## config.mk

```make
export PLATFORM = sky130hd
export DESIGN_NAME = alarm_beeper
export DESIGN_NICKNAME = d
export VERILOG_FILES = /design/src/rtl/alarm_beeper.sv
export SDC_FILE = /design/constraint.sdc
export NUM_CORES = 1
export LEC_CHECK = 0
export CORE_MARGIN = 2
export CORE_UTILIZATION = 45
export CTS_CLUSTER_SIZE = 30
export DETAILED_ROUTE_END_ITERATION = 7
export HOLD_SLACK_MARGIN = 0.02
export MAX_ROUTING_LAYER = met4
export PLACE_DENSITY = 0.67
export SLEW_MARGIN = 10
export SYNTH_ARGS = -nofsm -noshare
export SYNTH_HDL_FRONTEND = slang
export SYNTH_SLANG_ARGS = --single-unit
```

## constraint.sdc

```tcl
create_clock -name clk -period 5.3 [get_ports clk]
set_input_delay 1.06 -clock clk [delete_from_list [all_inputs] [get_ports clk]]
set_output_delay 1.06 -clock clk [all_outputs]
set_load 0.02 [all_outputs]
```

## src/rtl/alarm_beeper.sv

```systemverilog
// rtl/alarm_beeper.sv - alarm cadence beeper: square-wave tone gated by beep/gap/pause timing from the 256 Hz strobe
// Optional feature macro: ALARM_BEEPER_ESCALATE_EN (post-burst pause halves every round, then disappears).
module alarm_beeper #(
    parameter int TONE_DIV    = 28409,
    parameter int ON_TICKS    = 64,
    parameter int OFF_TICKS   = 64,
    parameter int BEEPS       = 4,
    parameter int PAUSE_TICKS = 256
) (
    input  logic       clk,
    input  logic       reset,
    input  logic       tick_256,
    input  logic       sound_alarm,
    output logic       tone_out,
    output logic       beeping,
    output logic [2:0] beep_idx
);

    // Tick counter must hold the longest interval; divider counts 0..TONE_DIV-1.
    localparam int MAX_GB = (ON_TICKS > OFF_TICKS) ? ON_TICKS : OFF_TICKS;
    localparam int MAX_IV = (MAX_GB > PAUSE_TICKS) ? MAX_GB : PAUSE_TICKS;
    localparam int CW     = $clog2(MAX_IV + 1);
    localparam int DW     = $clog2(TONE_DIV);

    localparam logic [CW-1:0] ON_LAST  = CW'(ON_TICKS - 1);
    localparam logic [CW-1:0] OFF_LAST = CW'(OFF_TICKS - 1);
    localparam logic [DW-1:0] DIV_LAST = DW'(TONE_DIV - 1);
    localparam logic [2:0]    IDX_LAST = 3'(BEEPS - 1);

    typedef enum logic [1:0] {
        IDLE  = 2'd0,
        BEEP  = 2'd1,
        GAP   = 2'd2,
        PAUSE = 2'd3
    } state_t;

    state_t        state_q;
    logic [CW-1:0] tick_q;
    logic [DW-1:0] div_q;
    logic [CW-1:0] pause_last;
    logic          skip_pause;

`ifdef ALARM_BEEPER_ESCALATE_EN
    logic [1:0]    round_q;
    logic [CW-1:0] pause_len;

    // Pause shrinks by half each completed burst; a zero-length pause turns into a plain gap.
    assign pause_len  = CW'(PAUSE_TICKS >> round_q);
    assign pause_last = pause_len - CW'(1);
    assign skip_pause = (pause_len == '0);
`else
    // Fixed-length pause after every burst.
    assign pause_last = CW'(PAUSE_TICKS - 1);
    assign skip_pause = 1'b0;
`endif

    // Cadence FSM with tone divider; all outputs registered. Dropping the alarm wins over any tick.
    always_ff @(posedge clk) begin
        if (!reset || !sound_alarm) begin
            state_q  <= IDLE;
            tick_q   <= '0;
            div_q    <= '0;
            tone_out <= 1'b0;
            beeping  <= 1'b0;
            beep_idx <= 3'd0;
`ifdef ALARM_BEEPER_ESCALATE_EN
            round_q  <= 2'd0;
`endif
        end else begin
            case (state_q)
                IDLE: begin
                    state_q  <= BEEP;
                    tick_q   <= '0;
                    div_q    <= '0;
                    tone_out <= 1'b0;
                    beeping  <= 1'b1;
                    beep_idx <= 3'd0;
`ifdef ALARM_BEEPER_ESCALATE_EN
                    round_q  <= 2'd0;
`endif
                end
                BEEP: begin
                    if (tick_256 && tick_q == ON_LAST) begin
                        tick_q   <= '0;
                        div_q    <= '0;
                        tone_out <= 1'b0;
                        beeping  <= 1'b0;
                        if (beep_idx == IDX_LAST && !skip_pause) begin
                            state_q <= PAUSE;
                        end else begin
                            state_q <= GAP;
                        end
                    end else begin
                        if (tick_256) begin
                            tick_q <= tick_q + CW'(1);
                        end
                        if (div_q == DIV_LAST) begin
                            div_q    <= '0;
                            tone_out <= ~tone_out;
                        end else begin
                            div_q <= div_q + DW'(1);
                        end
                    end
                end
                GAP: begin
                    if (tick_256 && tick_q == OFF_LAST) begin
                        state_q  <= BEEP;
                        tick_q   <= '0;
                        div_q    <= '0;
                        tone_out <= 1'b0;
                        beeping  <= 1'b1;
                        // Wrap only happens when the pause has been skipped.
                        beep_idx <= (beep_idx == IDX_LAST) ? 3'd0 : beep_idx + 3'd1;
                    end else if (tick_256) begin
                        tick_q <= tick_q + CW'(1);
                    end
                end
                PAUSE: begin
                    if (tick_256 && tick_q == pause_last) begin
                        state_q  <= BEEP;
                        tick_q   <= '0;
                        div_q    <= '0;
                        tone_out <= 1'b0;
                        beeping  <= 1'b1;
                        beep_idx <= 3'd0;
`ifdef ALARM_BEEPER_ESCALATE_EN
                        if (round_q != 2'd3) begin
                            round_q <= round_q + 2'd1;
                        end
`endif
                    end else if (tick_256) begin
                        tick_q <= tick_q + CW'(1);
                    end
                end
                default: begin
                    state_q  <= IDLE;
                    tick_q   <= '0;
                    div_q    <= '0;
                    tone_out <= 1'b0;
                    beeping  <= 1'b0;
                    beep_idx <= 3'd0;
                end
            endcase
        end
    end

endmodule

```

==> out/qor.csv <==
metric,value,unit
Post-synth area hogs,"dfxtp_1 (36%), ha_1 (6.6%), nor2_1 (5.7%), nand3_1 (5.3%), o21ai_0 (3.5%)",
Syn-to-layout area delta,11.09,%
Reg2Reg Depth,10,
layout cell share with drive strength beyond 1,8.451,%
pwr/cell area,229.2,mW/mm2
Post-synth ARST share,0,%
DP HPWL,2.419,mm
Fmax,336.0,MHz
Max Cap Viol,0,
drt pass-1 iters,4,
die area,0.004292,mm2
ant diodes,0,
Slew headroom,42.52,%
DP Cell Count,253,
drt total wl,3.337,mm
CP Class,input port to register,
Yosys Instances,204,
Comb power frac,4.7,%
GRT Resource Usage Total,17.83,%
r2r setup slk,2.87,ns
Hold Slack,0.4557,ns
vias per std cell,5.609,
Area leader share,36.44,%
final worst path period share,56.15,%
crit path capture,div_q[12]$_SDFFE_PP0P_,
status,finished clean,
PnR worst setup slack,2.324,ns
dominant cell type by area after synthesis,dfxtp_1,
Max VDD drop,0.1489,mV
Port Buf Inserts,8,
antenna violations before repair,0,
==> layer usage <==
layer	wire length [um]	GRT usage, %	part of all wire (%)
met2	1492	29.21	45
met3	116	4.110	3.5
met4	36	5.469	1.1
met5	0	-	0
met1	1691	21.93	51
==> layout make-up <==
| type | instances | area share (%) |
|---|---|---|
| Multi-Input combinational cell | 157 | 53.37 |
| Sequential cell | 31 | 32.80 |
| Timing Repair Buffer | 9 | 4.630 |
| Clock buffer | 5 | 3.638 |
| Tap cell | 48 | 3.175 |
| Inverter | 8 | 1.587 |
| Clock inverter | 3 | 0.7937 |
==> state kept, by name (all words and copies together) (netlist names) <==
| signal | count |
|---|---|
| tone_out | 1 |
| div_q | 15 |
| beeping | 1 |
| beep_idx | 3 |
| state_q | 2 |
| tick_q | 9 |
==> logic make-up (layout without fill, tap and decap cells) <==
kind of cell / Yosys count / after routing / share of synthesized area [%]
flops: 31 / 31 / 36.44
xor+xnor: 9 / 9 / 4.629
fa+ha+maj: 9 / 9 / 6.613
compound gates: 38 / 38 / 13.67
buf+inv: 16 / 25 / 4.262
mux: 5 / 5 / 2.939
simple gates: 96 / 96 / 31.45
==> critical path, cell delays in order <==
cell	delay (ns)
clkdlybuf4s50_1	0.66
a21boi_0	0.15
buf_4	0.20
or2_2	0.32
nor4_4	0.45
o21ai_0	0.16
a31oi_1	0.18
==> power groups by stage <==
stage / sequential [mW] / combinational [mW] / clock [mW]
global placement: 0.240 / 0.0201 / 0
CTS: 0.235 / 0.0203 / 0.182
global route: 0.235 / 0.0223 / 0.193
floorplan: 0.241 / 0.0142 / 0
detailed placement: 0.240 / 0.0202 / 0
finish: 0.235 / 0.0202 / 0.178
Figure 1. Clock wires, drivers and flops.
Bar = 20 um.
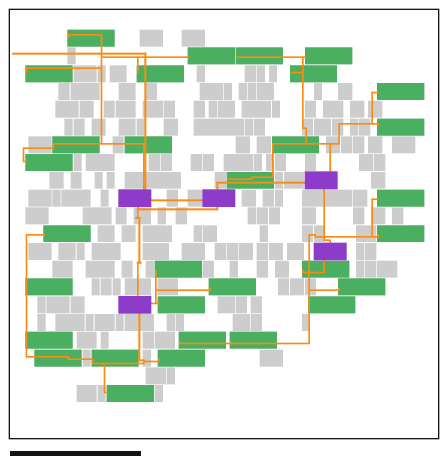
[cells driving clock nets] purple | count: 5
[clock wires] orange | length: 419 um
[flip-flops] green | count: 31
routed clock nets: 6
clock latency on the worst-skew pair: 0.28 ns
Clk power: 178 uW
Clock Skews: 0.001571 ns
part of the power in the clock network: 41.1%

Figure 2. Gate-type map.
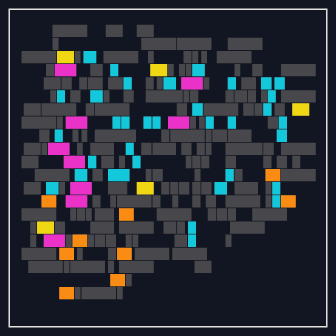
| family | color | cells | most used |
|---|---|---|---|
| multiplexers | yellow | 5 | mux2i_1 |
| adder and majority cells | magenta | 9 | ha_1 |
| XOR/XNOR gates | orange | 9 | xnor2_1 |
| inverting AOI/OAI gates | cyan | 34 | o21ai_0 |
final cell count without fillers: 261
combinational share of cell area: 53.37%
dominant logic cell type in the layout: dfxtp_1

Figure 3. Clock nets.
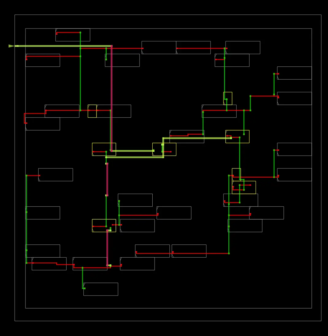
CTS sink cnt: 31
CLK BUF: 5
total CTS buffers: 5

Figure 4. Where the registers sit.
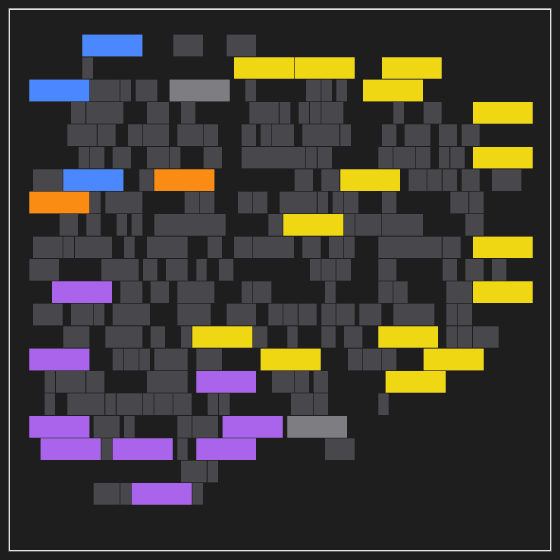
| name in the netlist | color | placed flops |
|---|---|---|
| div_q | yellow | 15 |
| state_q | orange | 2 |
| tick_q | purple | 9 |
| beep_idx | blue | 3 |
not colored: 2
final core occ: 51.67%
FF+latch area: 620.6 um2

Figure 5. Placement by cell class.
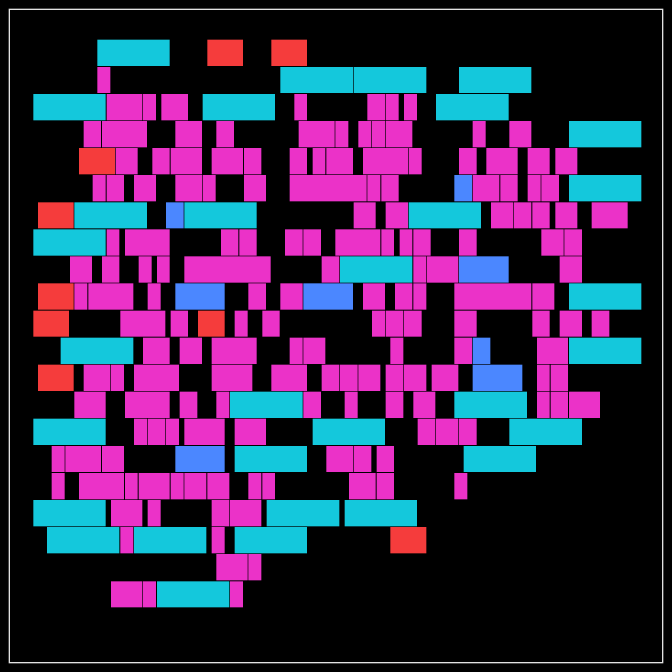
| class | color | cells |
|---|---|---|
| all other logic | magenta | 165 |
| other buffers and delay cells | red | 9 |
| flops | cyan | 31 |
| clock drivers and dummy loads | blue | 8 |

Power figures rest on the tool's default switching activity, not on a simulated workload.
